floorplan.png
The bar under the picture is 20 um long. Pins as bars on the die edge.
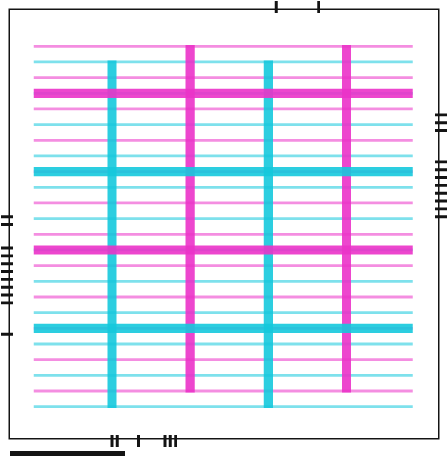
class_map.png
The bar under the picture is 20 um long.
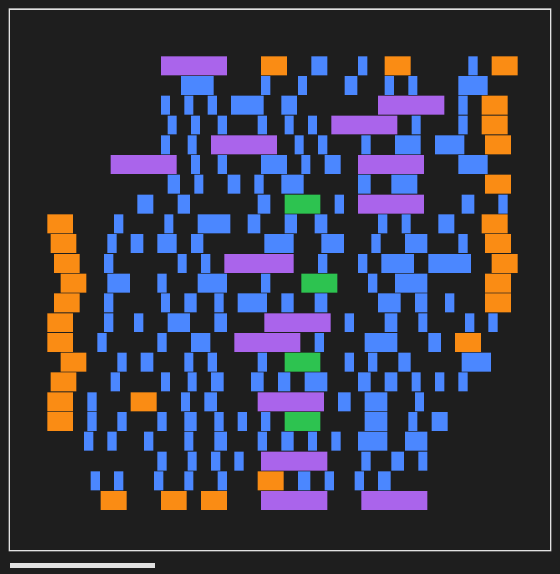
clock_wires.png
The bar under the picture is 20 um long.
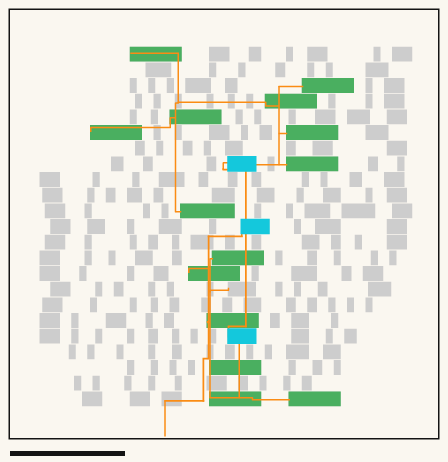
layers.png
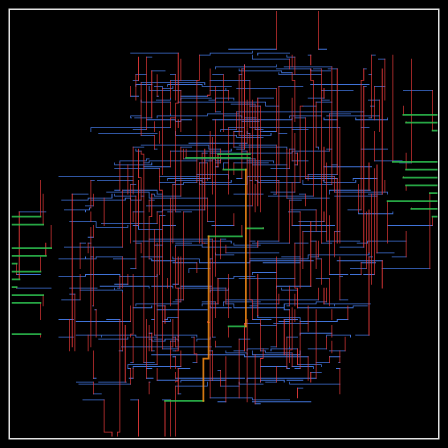
congestion_map.png
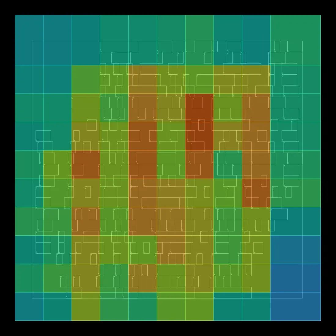
## src/rtl/cons_bus_pkg.sv

```systemverilog
// Shared types for the con_1..con_3 pad scheduler: FSM states, grant owner,
// and the turnaround counter width.
package cons_bus_pkg;

    typedef enum logic [2:0] {
        ST_IDLE,
        ST_LOAD,
        ST_TURN_DRIVE,
        ST_DRAIN,
        ST_TURN_RELEASE
    } cbs_state_e;

    typedef enum logic {
        LOAD,
        DRAIN
    } grant_e;

    localparam int TURN_W = 3;

endpackage

```

## src/rtl/beat_down_counter.sv

```systemverilog
// Remaining-beat down counter shared by the load and drain transactions.
// `last` flags the final beat so the owner can close the transaction.
module beat_down_counter #(
    parameter int W = 7
) (
    input  logic         clk,
    input  logic         rst,
    input  logic         load,
    input  logic [W-1:0] load_value,
    input  logic         dec,
    output logic         last
);

    logic [W-1:0] rem_reg;

    always_ff @(posedge clk or posedge rst) begin
        if (rst) begin
            rem_reg <= '0;
        end else if (load) begin
            rem_reg <= load_value;
        end else if (dec && (rem_reg != '0)) begin
            rem_reg <= rem_reg - W'(1);
        end
    end

    assign last = (rem_reg == W'(1));

endmodule

```

## src/rtl/cons_bus_scheduler.sv

```systemverilog
// Arbitrates the shared con pads between input load and output drain,
// running the valid/ready handshake and inserting direction-change gaps.
module cons_bus_scheduler
    import cons_bus_pkg::*;
#(
    parameter int MAX_BEATS  = 64,
    parameter int TURNAROUND = 1,
    parameter int BEAT_W     = $clog2(MAX_BEATS + 1)
) (
    input  logic              clk,
    input  logic              arst_in,
    input  logic              load_req,
    input  logic [BEAT_W-1:0] load_beats,
    output logic              load_grant,
    output logic              load_beat,
    output logic              load_done,
    input  logic              drain_req,
    input  logic [BEAT_W-1:0] drain_beats,
    output logic              drain_grant,
    output logic              drain_beat,
    output logic              drain_done,
    input  logic              con_valid,
    output logic              con_ready,
    output logic              output_valid,
    input  logic              out_ready,
    output logic              driving_cons,
    output logic              busy
);

    localparam logic [TURN_W-1:0] TURN_LAST = TURN_W'(TURNAROUND - 1);

    cbs_state_e        state_reg, state_next;
    logic [TURN_W-1:0] turn_reg, turn_next;
    grant_e            last_grant_reg, last_grant_next;

    logic              cnt_load;
    logic [BEAT_W-1:0] cnt_value;
    logic              cnt_last;
    logic              load_ok, drain_ok, pick_load;

    beat_down_counter #(.W(BEAT_W)) u_beats (
        .clk        (clk),
        .rst        (arst_in),
        .load       (cnt_load),
        .load_value (cnt_value),
        .dec        (load_beat | drain_beat),
        .last       (cnt_last)
    );

    // Outputs decode from state only, so reset clears them (and releases
    // the pads) the instant arst_in rises.
    assign busy         = (state_reg != ST_IDLE);
    assign load_grant   = (state_reg == ST_LOAD);
    assign con_ready    = (state_reg == ST_LOAD);
    assign load_beat    = con_valid & con_ready;
    assign load_done    = load_beat & cnt_last;
    assign drain_grant  = (state_reg == ST_TURN_DRIVE) || (state_reg == ST_DRAIN);
    assign driving_cons = (state_reg == ST_DRAIN);
    assign output_valid = (state_reg == ST_DRAIN);
    assign drain_beat   = output_valid & out_ready;
    assign drain_done   = drain_beat & cnt_last;

    assign load_ok   = load_req && (load_beats != '0);
    assign drain_ok  = drain_req && (drain_beats != '0);
    assign pick_load = load_ok && (!drain_ok || (last_grant_reg == DRAIN));

    always_ff @(posedge clk or posedge arst_in) begin
        if (arst_in) begin
            state_reg      <= ST_IDLE;
            turn_reg       <= '0;
            last_grant_reg <= DRAIN;
        end else begin
            state_reg      <= state_next;
            turn_reg       <= turn_next;
            last_grant_reg <= last_grant_next;
        end
    end

    always_comb begin
        state_next      = state_reg;
        turn_next       = turn_reg;
        last_grant_next = last_grant_reg;
        cnt_load        = 1'b0;
        cnt_value       = load_beats;
        case (state_reg)
            ST_IDLE: begin
                if (pick_load) begin
                    state_next      = ST_LOAD;
                    cnt_load        = 1'b1;
                    cnt_value       = load_beats;
                    last_grant_next = LOAD;
                end else if (drain_ok) begin
                    state_next      = ST_TURN_DRIVE;
                    cnt_load        = 1'b1;
                    cnt_value       = drain_beats;
                    turn_next       = '0;
                    last_grant_next = DRAIN;
                end
            end
            ST_LOAD: begin
                if (load_done) begin
                    state_next = ST_IDLE;
                end
            end
            ST_TURN_DRIVE: begin
                if (turn_reg == TURN_LAST) begin
                    state_next = ST_DRAIN;
                    turn_next  = '0;
                end else begin
                    turn_next = turn_reg + TURN_W'(1);
                end
            end
            ST_DRAIN: begin
                if (drain_done) begin
                    state_next = ST_TURN_RELEASE;
                    turn_next  = '0;
                end
            end
            ST_TURN_RELEASE: begin
                if (turn_reg == TURN_LAST) begin
                    state_next = ST_IDLE;
                    turn_next  = '0;
                end else begin
                    turn_next = turn_reg + TURN_W'(1);
                end
            end
            default: begin
                state_next = ST_IDLE;
                turn_next  = '0;
            end
        endcase
    end

endmodule

```

## config.mk

```make
export PLATFORM = sky130hd
export DESIGN_NAME = cons_bus_scheduler
export DESIGN_NICKNAME = d
export VERILOG_FILES = /design/src/rtl/cons_bus_pkg.sv /design/src/rtl/beat_down_counter.sv /design/src/rtl/cons_bus_scheduler.sv
export SDC_FILE = /design/constraint.sdc
export NUM_CORES = 1
export LEC_CHECK = 0
export ABC_AREA = 1
export ABC_CLOCK_PERIOD_IN_PS = 4000
export CAP_MARGIN = 20
export CELL_PAD_IN_SITES_DETAIL_PLACEMENT = 2
export CELL_PAD_IN_SITES_GLOBAL_PLACEMENT = 2
export CORE_MARGIN = 4
export CORE_UTILIZATION = 29
export CTS_CLUSTER_DIAMETER = 80
export DETAILED_ROUTE_END_ITERATION = 10
export PLACE_DENSITY = 0.91
export SKIP_CTS_REPAIR_TIMING = 1
export SLEW_MARGIN = 30
export SYNTH_ARGS = -nofsm -noshare
export SYNTH_HDL_FRONTEND = slang
export SYNTH_SLANG_ARGS = --single-unit
export TNS_END_PERCENT = 100
```

## constraint.sdc

```tcl
create_clock -name clk -period 4 [get_ports clk]
set_clock_uncertainty 0.15 [all_clocks]
set_input_delay 0.4 -clock clk [delete_from_list [all_inputs] [get_ports clk]]
set_output_delay 0.4 -clock clk [all_outputs]
set_load 0.005 [all_outputs]
```

==> deck_impl_summary.md <==
Synthesis and Place & Route Summary

Layout
  – Antenna diodes: 0
  – Largest register FFs: 7
  – Fin cells: 267

Final timing
  – Max Transition Viols Final: 0
  – WHS: 0.3648 ns
  – Setup WS post-layout: 1.488 ns
  – Final period util: 62.81%
  – Fin. Hold Viols: 0
  – Setup violators final: 0
  – Maximum clock frequency: 0.3980 GHz

Clocking
  – Htree depth: 1
  – Clock Tree Root: clkbuf_8
  – CTS sink cnt: 14
  – Num CTS Buffers: 3
  – CTS tree: yes
  – Reg clk slew, reported paths: 0.06 ns

GRT
  – Met2 GRT Util: 29.04%
  – Initial antenna violation count: 0
  – Met3 Use GR: 1.351%
  – Pin count of the biggest net entering global routing: 17
  – First-pass GRT wire length: 6.699 mm
  – Total congestion overflow: 0

Placement
  – Detailed Place HPWL: 3.266 mm

Synth
  – Post-synth top area share: 25.52%
  – Syn Nets: 212
  – Most frequent cell after synthesis: nand2_1
  – Yosys Warn Count: 0
  – Cell Type Count: 29

Min path
  – Path type of the worst min-delay path: primary input to async pin

Flow run
  – Maxcap violations: 0
  – Log Warnings: 29

Worst setup path
  – Worst EP arrival: 1.96 ns
  – Crit end category: output pin
  – Worst Path Required: 3.45 ns
  – Critical path peak fanout: 3

Power
  – Power per cell area: 607.5 mW/mm^2
  – Final Power: 1.006 mW

Run status
  – Run status: finished clean

Floorplanning
  – I/O pin cnt: 30
  – Die Size: 0.005521 mm^2
## Picture notes: floorplan.png
VSS: marked cyan. VDD: marked magenta.
4 straps on met4. 30 signal pins sit on the boundary.
core area: 0.004115 mm^2
Die X-Extent: 74.31 um
maximum VDD drop: 0.1390 mV

## Picture notes: class_map.png
remaining buffers and delay cells: marked orange, cells 29. clock drivers and dummy loads: marked green, cells 4. registers: marked purple, cells 14. remaining logic cells: marked blue, cells 170.
final core utilization: 40.26%
Seq/total area: 21.22%
cell row count: 23

## Picture notes: clock_wires.png
clock-net drivers: marked cyan, count 3. clock wires: marked orange, length 248 um. flip-flops: marked green, count 14.
There are 4 routed clock nets.
clock power share: 14.1%
Clock Power: 141 uW

## Picture notes: layers.png
M3: marked green, wire length 134 um. M2: marked red, wire length 2000 um. M4: marked orange, wire length 56.7 um. M1: marked blue, wire length 1820 um.
via count: 1275
wirelength, routed: 4.006 mm
Tot GR Track Use: 15.91%

## Picture notes: congestion_map.png
DR WL/cell: 15.00 um
met1 Track Usage GR: 19.62%
GRT Max-Usage Layer: met2

[area by class of cell]
| class | count | area [um^2] | area share [%] |
|---|---|---|---|
| multi-input combinational | 136 | 769.5 | 46.45 |
| inverter | 34 | 127.6 | 7.704 |
| sequential | 14 | 351.6 | 21.22 |
| tap | 50 | 62.56 | 3.776 |
| clock buffer | 4 | 55.05 | 3.323 |
| timing repair buffer | 29 | 290.3 | 17.52 |
[placed cells by master (no fill, tap or decap), drive strengths merged]
cell type,count
or2,1
a21oi,14
o21a,1
xor2,3
ha,5
nand3b,1
dfstp,1
nand3,11
o211ai,1
dfrtp,13
nand2,53
nor2,25
nand4,1
o21ai,15
inv,34
clkbuf,4
xnor2,2
clkdlybuf4s50,29
nor3,3
[metal layers]
metal	up-vias	routed length, um
met1	600	1816
met5	-	0
li1	639	-
met2	31	1999
met4	0	56
met3	5	134
[worst max-delay path, stage by stage, from the launching register on]
cell	delay, ns
dfrtp_1	0.40
inv_1	0.11
ha_1	0.15
nand2_1	0.09
nor2_4	0.14
inv_1	0.09
nor3_1	0.19
clkdlybuf4s50_1	0.55
[kinds of logic (layout without fill, tap and decap cells)]
kind of cell | after synthesis | in the layout | share of synthesized area, %
AOI/OAI and AO/OA | 31 | 31 | 15.31
xor gates and xnor gates | 5 | 5 | 3.435
adders and majority gates | 5 | 5 | 4.907
buffers and inverters | 37 | 67 | 12.07
DFF | 14 | 14 | 27.58
and+or+nand+nor | 95 | 95 | 36.70
[report_power, final]
group	total [mW]	internal [mW]	switching, mW	leakage, nW
Combinational	0.603	0.245	0.359	0.644
Sequential	0.262	0.200	0.0621	0.172
Clock	0.141	0.0873	0.0541	0.0288
Total	1.01	0.532	0.475	0.845
No activity file was given, so power comes from the tool's default toggle rates.
